[config.mk]
export PLATFORM = sky130hd
export DESIGN_NAME = motor_column_sequencer_flat
export DESIGN_NICKNAME = d
export VERILOG_FILES = /design/src/rtl/motor_column_sequencer_if.sv /design/src/rtl/motor_column_sequencer.sv /design/src/flat_wrapper.sv
export SDC_FILE = /design/constraint.sdc
export NUM_CORES = 1
export LEC_CHECK = 0
export CORE_ASPECT_RATIO = 0.75
export CORE_MARGIN = 2
export CORE_UTILIZATION = 44
export CTS_CLUSTER_DIAMETER = 50
export CTS_CLUSTER_SIZE = 40
export DETAILED_ROUTE_END_ITERATION = 8
export PLACE_DENSITY = 0.7
export SETUP_SLACK_MARGIN = 0.05
export SLEW_MARGIN = 20
export SYNTH_ARGS = -nofsm -noshare
export SYNTH_HDL_FRONTEND = slang
export SYNTH_SLANG_ARGS = --single-unit
[constraint.sdc]
create_clock -name i_clk -period 3.7 [get_ports i_clk]
set_input_delay 0.37 -clock i_clk [delete_from_list [all_inputs] [get_ports i_clk]]
set_output_delay 0.37 -clock i_clk [all_outputs]
set_load 0.01 [all_outputs]
[src/rtl/motor_column_sequencer_if.sv]
// Control/handshake bundle between the pfs_bus control registers, the column
// sequencer and motor_mux's column drive.
interface motor_column_sequencer_if #(
    parameter int NCOLS = 8
) ();
    localparam int CW = (NCOLS > 1) ? $clog2(NCOLS) : 1;

    logic             soft_reset;
    logic             run;
    logic [NCOLS-1:0] col_mask;
    logic             col_finished;
    logic [NCOLS-1:0] col_en;
    logic             col_start;
    logic [CW-1:0]    cur_col;
    logic             ready;
    logic             done;
    logic             timeout_err;
    logic [CW-1:0]    timeout_col;

    modport master (
        output soft_reset, run, col_mask, col_finished,
        input  col_en, col_start, cur_col, ready, done, timeout_err, timeout_col
    );

    modport slave (
        input  soft_reset, run, col_mask, col_finished,
        output col_en, col_start, cur_col, ready, done, timeout_err, timeout_col
    );
endinterface

[src/rtl/motor_column_sequencer.sv]
// Walks the enabled motor columns of one run in ascending order with settle,
// watchdog and break-before-make dead time; every output is registered.
module motor_column_sequencer #(
    parameter int          NCOLS          = 8,
    parameter int          DEAD_CYCLES    = 16,
    parameter logic [23:0] TIMEOUT_CYCLES = 24'd16_000_000
) (
    input logic                     i_clk,
    input logic                     i_rst,
    motor_column_sequencer_if.slave bus
);
    localparam int               CW        = (NCOLS > 1) ? $clog2(NCOLS) : 1;
    localparam logic [23:0]      PHASE_TC  = 24'(DEAD_CYCLES - 1);
    localparam logic [23:0]      WD_TC     = TIMEOUT_CYCLES - 24'd1;
    localparam logic [CW-1:0]    LAST_COL  = CW'(NCOLS - 1);
    localparam logic [NCOLS-1:0] ONE_HOT_0 = NCOLS'(1);

    typedef enum logic [2:0] {
        S_IDLE, S_SCAN, S_SETTLE, S_RUN, S_DEAD, S_FINISH
    } state_t;

    state_t           r_state, w_next;
    logic [NCOLS-1:0] r_pending, w_pending;
    logic [CW-1:0]    r_idx, w_idx;
    logic [CW-1:0]    r_cur_col, w_cur_col;
    logic [CW-1:0]    r_tcol, w_tcol;
    logic [23:0]      r_cnt, w_cnt;
    logic             r_terr, w_terr;
    logic             w_scan_hit;
    logic [CW-1:0]    w_scan_col;
    logic [NCOLS-1:0] r_col_en;
    logic             r_col_start, r_ready, r_done;

    function automatic logic [23:0] sat_inc(input logic [23:0] v);
        return (v == 24'hFF_FFFF) ? v : v + 24'd1;
    endfunction

    // Lowest pending column at or above the scan index.
    always_comb begin
        w_scan_hit = 1'b0;
        w_scan_col = '0;
        for (int i = NCOLS - 1; i >= 0; i--) begin
            if (r_pending[i] && (i >= int'(r_idx))) begin
                w_scan_hit = 1'b1;
                w_scan_col = CW'(i);
            end
        end
    end

    always_comb begin
        w_next    = r_state;
        w_pending = r_pending;
        w_idx     = r_idx;
        w_cur_col = r_cur_col;
        w_cnt     = r_cnt;
        w_terr    = r_terr;
        w_tcol    = r_tcol;
        if (bus.soft_reset) begin
            w_next    = S_IDLE;
            w_pending = '0;
            w_idx     = '0;
            w_cnt     = '0;
            w_terr    = 1'b0;
            w_tcol    = '0;
        end else begin
            case (r_state)
                S_IDLE: begin
                    if (bus.run) begin
                        if (|bus.col_mask) begin
                            w_pending = bus.col_mask;
                            w_idx     = '0;
                            w_terr    = 1'b0;
                            w_next    = S_SCAN;
                        end else begin
                            w_next = S_FINISH;
                        end
                    end
                end
                S_SCAN: begin
                    w_cnt = '0;
                    if (w_scan_hit) begin
                        w_cur_col = w_scan_col;
                        w_next    = S_SETTLE;
                    end else begin
                        w_next = S_FINISH;
                    end
                end
                S_SETTLE: begin
                    if (r_cnt == PHASE_TC) begin
                        w_cnt  = '0;
                        w_next = S_RUN;
                    end else begin
                        w_cnt = sat_inc(r_cnt);
                    end
                end
                S_RUN: begin
                    // Completion has priority over a watchdog expiring in the same cycle.
                    if (bus.col_finished) begin
                        w_pending[r_cur_col] = 1'b0;
                        w_cnt                = '0;
                        w_next               = S_DEAD;
                    end else if (r_cnt == WD_TC) begin
                        w_terr               = 1'b1;
                        w_tcol               = r_terr ? r_tcol : r_cur_col;
                        w_pending[r_cur_col] = 1'b0;
                        w_cnt                = '0;
                        w_next               = S_DEAD;
                    end else begin
                        w_cnt = sat_inc(r_cnt);
                    end
                end
                S_DEAD: begin
                    if (r_cnt == PHASE_TC) begin
                        w_cnt = '0;
                        if (r_cur_col == LAST_COL) begin
                            w_next = S_FINISH;
                        end else begin
                            w_idx  = r_cur_col + 1'b1;
                            w_next = S_SCAN;
                        end
                    end else begin
                        w_cnt = sat_inc(r_cnt);
                    end
                end
                S_FINISH: w_next = S_IDLE;
                default:  w_next = S_IDLE;
            endcase
        end
    end

    // Outputs are decoded from the next state so they line up with the state they describe.
    always_ff @(posedge i_clk or posedge i_rst) begin
        if (i_rst) begin
            r_state     <= S_IDLE;
            r_pending   <= '0;
            r_idx       <= '0;
            r_cur_col   <= '0;
            r_cnt       <= '0;
            r_terr      <= 1'b0;
            r_tcol      <= '0;
            r_col_en    <= '0;
            r_col_start <= 1'b0;
            r_ready     <= 1'b1;
            r_done      <= 1'b0;
        end else begin
            r_state     <= w_next;
            r_pending   <= w_pending;
            r_idx       <= w_idx;
            r_cur_col   <= w_cur_col;
            r_cnt       <= w_cnt;
            r_terr      <= w_terr;
            r_tcol      <= w_tcol;
            r_col_en    <= ((w_next == S_SETTLE) || (w_next == S_RUN)) ? (ONE_HOT_0 << w_cur_col) : '0;
            r_col_start <= (w_next == S_RUN) && (r_state != S_RUN);
            r_ready     <= (w_next == S_IDLE);
            r_done      <= (w_next == S_FINISH);
        end
    end

    assign bus.col_en      = r_col_en;
    assign bus.col_start   = r_col_start;
    assign bus.cur_col     = r_cur_col;
    assign bus.ready       = r_ready;
    assign bus.done        = r_done;
    assign bus.timeout_err = r_terr;
    assign bus.timeout_col = r_tcol;
endmodule

[src/flat_wrapper.sv]
// flat-port wrapper written by rule: the top's interface ports become plain ports
module motor_column_sequencer_flat 
#(
    parameter int          NCOLS          = 8,
    parameter int          DEAD_CYCLES    = 16,
    parameter logic [23:0] TIMEOUT_CYCLES = 24'd16_000_000
)
  (i_clk, i_rst, bus_soft_reset, bus_run, bus_col_mask, bus_col_finished, bus_col_en, bus_col_start, bus_cur_col, bus_ready, bus_done, bus_timeout_err, bus_timeout_col);
  motor_column_sequencer_if #(.NCOLS(NCOLS)) bus_i ();
  input logic i_clk;
  input logic i_rst;
  input wire logic [$bits(bus_i.soft_reset)-1:0] bus_soft_reset;
  input wire logic [$bits(bus_i.run)-1:0] bus_run;
  input wire logic [$bits(bus_i.col_mask)-1:0] bus_col_mask;
  input wire logic [$bits(bus_i.col_finished)-1:0] bus_col_finished;
  output wire logic [$bits(bus_i.col_en)-1:0] bus_col_en;
  output wire logic [$bits(bus_i.col_start)-1:0] bus_col_start;
  output wire logic [$bits(bus_i.cur_col)-1:0] bus_cur_col;
  output wire logic [$bits(bus_i.ready)-1:0] bus_ready;
  output wire logic [$bits(bus_i.done)-1:0] bus_done;
  output wire logic [$bits(bus_i.timeout_err)-1:0] bus_timeout_err;
  output wire logic [$bits(bus_i.timeout_col)-1:0] bus_timeout_col;
  assign bus_i.soft_reset = bus_soft_reset;
  assign bus_i.run = bus_run;
  assign bus_i.col_mask = bus_col_mask;
  assign bus_i.col_finished = bus_col_finished;
  assign bus_col_en = bus_i.col_en;
  assign bus_col_start = bus_i.col_start;
  assign bus_cur_col = bus_i.cur_col;
  assign bus_ready = bus_i.ready;
  assign bus_done = bus_i.done;
  assign bus_timeout_err = bus_i.timeout_err;
  assign bus_timeout_col = bus_i.timeout_col;
  motor_column_sequencer #(.NCOLS(NCOLS), .DEAD_CYCLES(DEAD_CYCLES), .TIMEOUT_CYCLES(TIMEOUT_CYCLES)) u_core (.i_clk(i_clk), .i_rst(i_rst), .bus(bus_i));
endmodule
### Met2 routing, run 1

Scale: 4 px per um. Cells faint in the background.
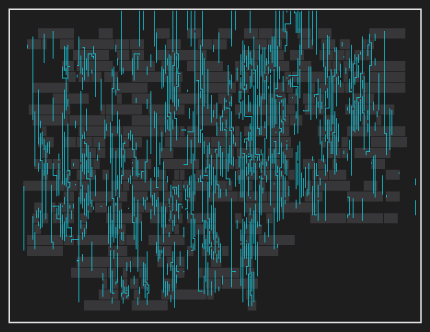
- longest straight run: 32.6 um
- main direction: vertical
- nets with wire on the layer: 324

### Placement by cell class, run 1

Scale: 4 px per um. Fill, decap, tap and diode cells in grey.
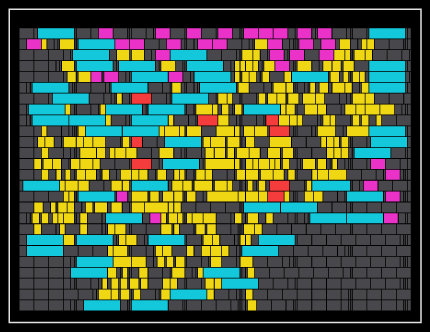
- sequential cells: cyan (cells 56)
- remaining logic cells: yellow (cells 274)
- remaining buffers and delay cells: magenta (cells 33)
- clock drivers and dummy loads: red (cells 8)
core area: 0.00693 sq mm
post-layout util: 53.1%
num rows: 26
sequential share of cell area: 38.1%
fin area: 0.00368 sq mm

### Clock wires, drivers and flops, run 1

Scale: 4 px per um.
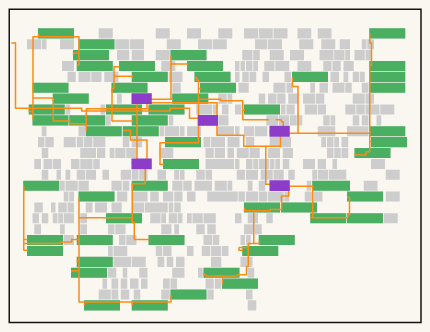
- flip-flops: green (count 56)
- clock wires: orange (length 648 um)
- clock-net drivers: purple (count 5)
- flops lie: spread over the die
- routed clock nets: 6

==> ci_impl_report.md, run 1 <==
## Implementation flow summary

| Metric | Value |
|---|---|
| Setup violators final | 0 |
| RSZ-0062 raised after global routing | false |
| Reg clk slew, reported paths | 0.11 ns |
| Slew Viols, Final | 0 |
| Normalized max-slew margin | 42.9% |
| R2R Path End | u_core.r_cnt[19]$_DFFE_PP0P_ |
| Layout Cells excl Fill | 469 |
| Pin count of the biggest net entering global routing | 38 |
| First-pass GRT wire length | 13.5 mm |
| Mapped Area | 0.00321 sq mm |
| Total number of vias | 2845 |
| Crit end category | flop |
| Clk ins delay skew pair | 0.32 ns |
| Detailed Route Iter0 Violations | 128 |
| Top cell type by total area after synthesis | dfrtp_1 |
| Clock buffer depth | 2 |
| R2R depth | 7 |
| Cycle use final | 73.0% |
| WL/cell | 16.6 um |
| Vias in the first global route | 2683 |
| P_leak | 1.43 nW |
| Largest cells by area after synthesis | dfrtp_1, a21oi_1, o21ai_0 |
| CTS buffer count | 5 |
| Status | finished, final reports clean |
| Startpoint Class | flop |
| Main flop type | dfrtp_1 |
| WL final | 7.79 mm |
| R2R setup slack | 1.0 ns |
| FP Core Util | 46.3% |
| Post-DRT Antenna Nets | 0 |
| Layout fillers | 620 |
| Clock Sinks | 56 |
| DR pass1 iterations | 5 |
| Chip Area, Yosys | 0.00321 sq mm |
| EDFF count, synth | 0 |
| Worst-margin pin slew | 0.855 ns |
| Grt ovf | 0 |
| Yosys top cell area share | 42.9% |
| Distinct cell type count after synthesis | 63 |
| CTS tree | done |
| Root Buffer | clkbuf_8 |
| DRC viols | 0 |
| H-tree levels | 2 |
| Die area | 0.00799 sq mm |
| I/O Buffers | 30 |
| Seq share, synth | 43.8% |
| Pwr Density | 481 mW/mm^2 |
| Avg Vias per Cell | 6.07 |
==> run 1: worst max-delay path, cell delays in order, from the launching register on <==
cell     delay (ns)
dfrtp_1        0.41
ha_1           0.21
nand3_2        0.11
nor4_1         0.56
a31oi_2        0.32
o31ai_4        0.61
buf_4          0.29
a21oi_1        0.06
==> run 1: routing by layer <==
metal / vias to the layer above / track usage, % / share of wire [%]
met5: - / 0 / 0
met4: 0 / 4.53 / 1.2
met3: 16 / 3.42 / 5.2
met2: 79 / 32.2 / 45
met1: 1386 / 31.3 / 49
li1: 1364 / - / -
==> run 1: kinds of logic after synthesis <==
logic type,synth area share (%)
AND/OR/NAND/NOR,24.0
AND-OR/OR-AND,23.0
flip-flops,43.8
buffers and inverters,4.92
XOR/XNOR,1.64
multiplexers,1.60
adder cells (fa/ha/maj),1.17
==> run 1: final cells by class <==
class,count,area (sq um),share of cell area [%]
multi-input combinational,250,1650,44.7
clock buffer,5,68.8,1.87
inverter,24,90.1,2.45
clock inverter,3,27.5,0.748
tap,98,123,3.33
sequential,56,1400,38.1
timing repair buffer,33,323,8.77
==> run 1: through the flow <==
step / total power, W / setup WS [ns] / hold WS, ns / area, sq um
2_1_floorplan: 0.00120 / 1.54 / 0.501 / 3210
3_3_place_gp: 0.00139 / 1.03 / 0.540 / 3580
6_report: 0.00177 / 0.999 / 0.490 / 3680
5_1_grt: 0.00188 / 0.721 / 0.600 / 3680
3_5_place_dp: 0.00141 / 0.956 / 0.539 / 3580
4_1_cts: 0.00177 / 0.956 / 0.540 / 3680
==> run 1: how the worst max path moves through the flow <==
stage                                           to  cells past startpoint                        start  slack, ns
CTS                   u_core.r_cnt[17]$_DFFE_PP0P_                      7  u_core.r_cnt[0]$_DFFE_PP0P_       0.96
floorplan             u_core.r_cnt[20]$_DFFE_PP0P_                      7  u_core.r_cnt[0]$_DFFE_PP0P_       1.54
finish                u_core.r_cnt[19]$_DFFE_PP0P_                      7  u_core.r_cnt[0]$_DFFE_PP0P_        1.0
global placement    u_core.bus.col_en[2]$_DFF_PP0_                      6               bus_soft_reset       1.03
global route          u_core.r_cnt[19]$_DFFE_PP0P_                      7  u_core.r_cnt[0]$_DFFE_PP0P_       0.72
detailed placement  u_core.bus.col_en[2]$_DFF_PP0_                      6               bus_soft_reset       0.96
==> run 1: sequential cells by signal, indices dropped and copies added, names as in the netlist <==
signal	count
u_core.bus.col_en	8
u_core.bus.col_start	1
u_core.bus.cur_col	3
u_core.bus.done	1
u_core.bus.ready	1
u_core.bus.timeout_col	3
u_core.bus.timeout_err	1
u_core.r_cnt	24
u_core.r_idx	3
u_core.r_pending	8
u_core.r_state	3
==> run 1: cells in the mapped netlist (all sizes together) (4+ instances only) <==
library cell  number
dfrtp             55
a21oi             31
and4               5
a31oi              7
or4               13
nor4b              5
nand3             15
mux2i              4
a22oi              4
o21ai             25
nor4               9
nand2b             5
o31ai              7
or3               12
nor2              20
nand2             17
nand4             10
inv               24
buf               12
==> run 1: power breakdown <==
part / switching, W / total, W / internal, W
sequential: 0.000113 / 0.000791 / 0.000678
clock: 0.000218 / 0.000357 / 0.000140
combinational: 0.000373 / 0.000620 / 0.000248
### The clock network, run 1

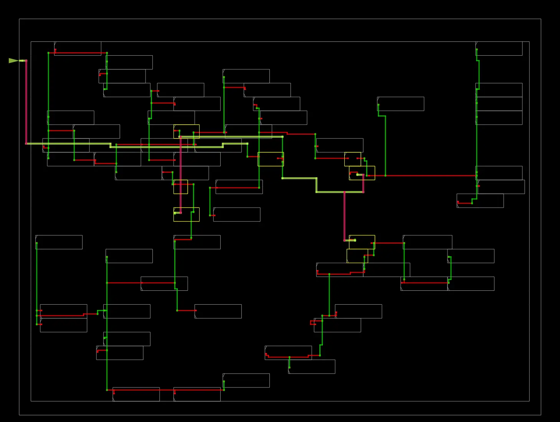

==> run 1 -> run 2 <==
Settings changed: PLACE_DENSITY 0.7 to 0.72.
Clock period 3.7 ns to 2.4 ns, I/O delays scaled along.
### The clock network, run 2

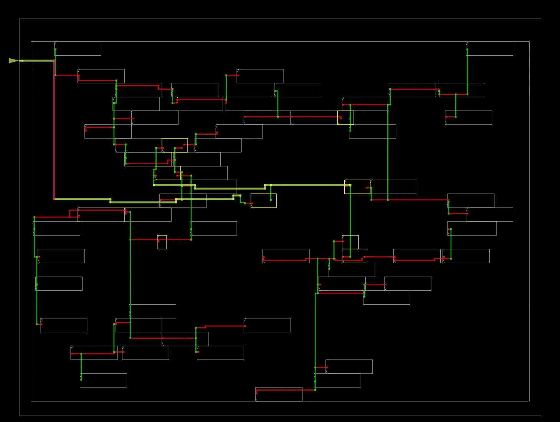
Worst Skew: 0.00602 ns
CTS buffer count: 5
CLK BUF: 5
clk ins delay skew pair: 0.31 ns
total clock network power: 0.000530 W

==> run 2 against run 1 <==
  * Sequential cell count unchanged
  * Critical path type unchanged
  * Wire length is 5.5% higher
  * Worst hold slack worse by 0.29 ns
  * Sequential share of layout area decreased by 2.0 points
  * Synthesized area stayed put
  * Register-to-register slack worse by 0.83 ns
  * Clock power up 48%
  * Critical path depth is 2 lower
  * Global-route usage rose by 0.73 points
  * Combinational power up 81%
  * Utilization increased by 3.0 points
==> ci_impl_report.md, run 2 <==
## Implementation flow summary

| Metric | Value |
|---|---|
| Slew Viols, Final | 0 |
| Critical Path Slowest Stage Cell | or4_1 |
| Top post-synthesis cells by count | dfrtp_1, a21oi_1, inv_1 |
| Worst-margin pin slew | 0.571 ns |
| Post-DRT Antenna Nets | 0 |
| FP Core Util | 46.3% |
| DR pass1 iterations | 5 |
| Normalized max-slew margin | 61.5% |
| DRC viols | 0 |
| Detailed Route Iter0 Violations | 235 |
| R2R setup slack | 0.17 ns |
| RSZ-0062 raised after global routing | false |
| Startpoint Class | flop |
| Sequential group share of total power | 42.2% |
| Final setup margin | 0.166 ns |
| Status | finished, final reports clean |
| P_leak | 1.54 nW |
| Pin count of the biggest net entering global routing | 28 |
| Clock buffer depth | 2 |
| # IOs | 31 |
| Die area | 0.00799 sq mm |
| DP Worst Slack | 0.0914 ns |
| Count leader, synth | dfrtp_1 |
| Grt ovf | 0 |
| Combinational cell fraction of total power | 39.2% |
| Main flop type | dfrtp_1 |
| Final min period | 2.23 ns |
| Log Warnings | 26 |
| Largest cells by area after synthesis | dfrtp_1, a21oi_1, o21ai_0 |
| Chip Area, Yosys | 0.00321 sq mm |
| I/O Buffers | 30 |
| Final total power | 0.00286 W |
| Vias in the first global route | 2782 |
| Reg clk slew, reported paths | 0.11 ns |
| Most flop-heavy register | u_core.r_cnt |
| Top cell type by total area after synthesis | dfrtp_1 |
| Switching Share | 38.9% |
| Total number of vias | 2963 |
| Clock Sinks | 56 |
| Placer Congestion | 0.910 |
| Distinct cell type count after synthesis | 63 |
| Crit end category | flop |
| Setup violators final | 0 |
| Critical-path cell list | or4_1, or2_1, or4_1, nand3_1, a21oi_1 |
| Mapped Area | 0.00321 sq mm |
| Avg Vias per Cell | 6.07 |
| WHS | 0.196 ns |
| Pint | 0.00175 W |
| First-pass GRT wire length | 13.8 mm |
| Critical Path Max Stage Delay | 0.59 ns |
| Cycle use final | 93.1% |
| Layout Cells excl Fill | 488 |
| Pwr Density | 736 mW/mm^2 |
| Clock power share | 18.5% |
| Root Buffer | clkbuf_8 |
| WL/cell | 16.8 um |
| R2R depth | 5 |
| P_sw | 0.00111 W |
| Max reg flops | 24 |
| H-tree levels | 2 |
| WL final | 8.22 mm |
| Core area | 0.00693 sq mm |
| CTS tree | done |
| Seq share, synth | 43.8% |
| Num rows | 26 |
| Yosys top cell area share | 42.9% |
| EDFF count, synth | 0 |
| Most used cell, CP | or4_1 |
run 2: power groups by stage:
stage               Sequential, W  Combinational, W  Clock (W)
floorplan                 0.00116          0.000684          0
CTS                       0.00121           0.00107   0.000543
global route              0.00123           0.00123   0.000580
detailed placement        0.00123           0.00106          0
finish                    0.00121           0.00112   0.000530
global placement          0.00122           0.00104          0
run 2: path summary, 6_finish.rpt:
path / startpoint / end
worst max-delay path: u_core.r_cnt[11]$_DFFE_PP0P_ / u_core.r_idx[0]$_DFFE_PP0P_
worst min-delay path: i_rst / u_core.r_cnt[17]$_DFFE_PP0P_
worst max register to register: u_core.r_cnt[11]$_DFFE_PP0P_ / u_core.r_idx[0]$_DFFE_PP0P_
worst min register to register: u_core.bus.timeout_col[0]$_DFFE_PP0P_ / u_core.bus.timeout_col[0]$_DFFE_PP0P_
max in group asynchronous: i_rst / u_core.bus.ready$_DFF_PP1_
min in group i_clk: u_core.bus.timeout_col[0]$_DFFE_PP0P_ / u_core.bus.timeout_col[0]$_DFFE_PP0P_
run 2: metal layers:
metal,vias to the layer above,wire [um],GRT usage (%)
li1,1408,-,-
met1,1444,4050,34.8
met2,101,3590,31.0
met3,10,486,3.33
met4,0,90,4.00
met5,-,0,0
run 2: cell families (layout without fill, tap and decap cells):
kind of cell | Yosys count | after routing | share of synthesized area, %
AND-OR/OR-AND | 106 | 106 | 23.0
XOR/XNOR | 6 | 6 | 1.64
adder cells (fa/ha/maj) | 3 | 3 | 1.17
buffers and inverters | 38 | 84 | 4.92
flip-flops | 56 | 56 | 43.8
multiplexers | 5 | 5 | 1.60
AND/OR/NAND/NOR | 130 | 130 | 24.0
run 2: cell type report:
class                   instances  area, sq um
inverters                      24         90.1
well taps                      98          123
flip-flops and latches         56         1400
clock inverters                 3         22.5
multi-input cells             250         1680
fillers                       618         3040
repair buffers                 52          503
clock buffers                   5         68.8
run 2: stage by stage:
step	util [%]	cell area, sq um
floorplan	-	3210
global placement	53.9	3730
detailed placement	53.9	3730
CTS	55.2	3820
global route	56.1	3890
finish	56.1	3890
run 2: worst max-delay path: cells and delay by family, from the launching register on:
kind / cells / cell delay, ns
simple gates: 4 / 1.61
flops: 1 / 0.44
compound gates: 1 / 0.07
run 2: repair_timing:
action	CTS	global route
buffers inserted	0	4
gates resized	0	6
setup endpoints to repair	0	44
Power and IR drop assume default switching activity.
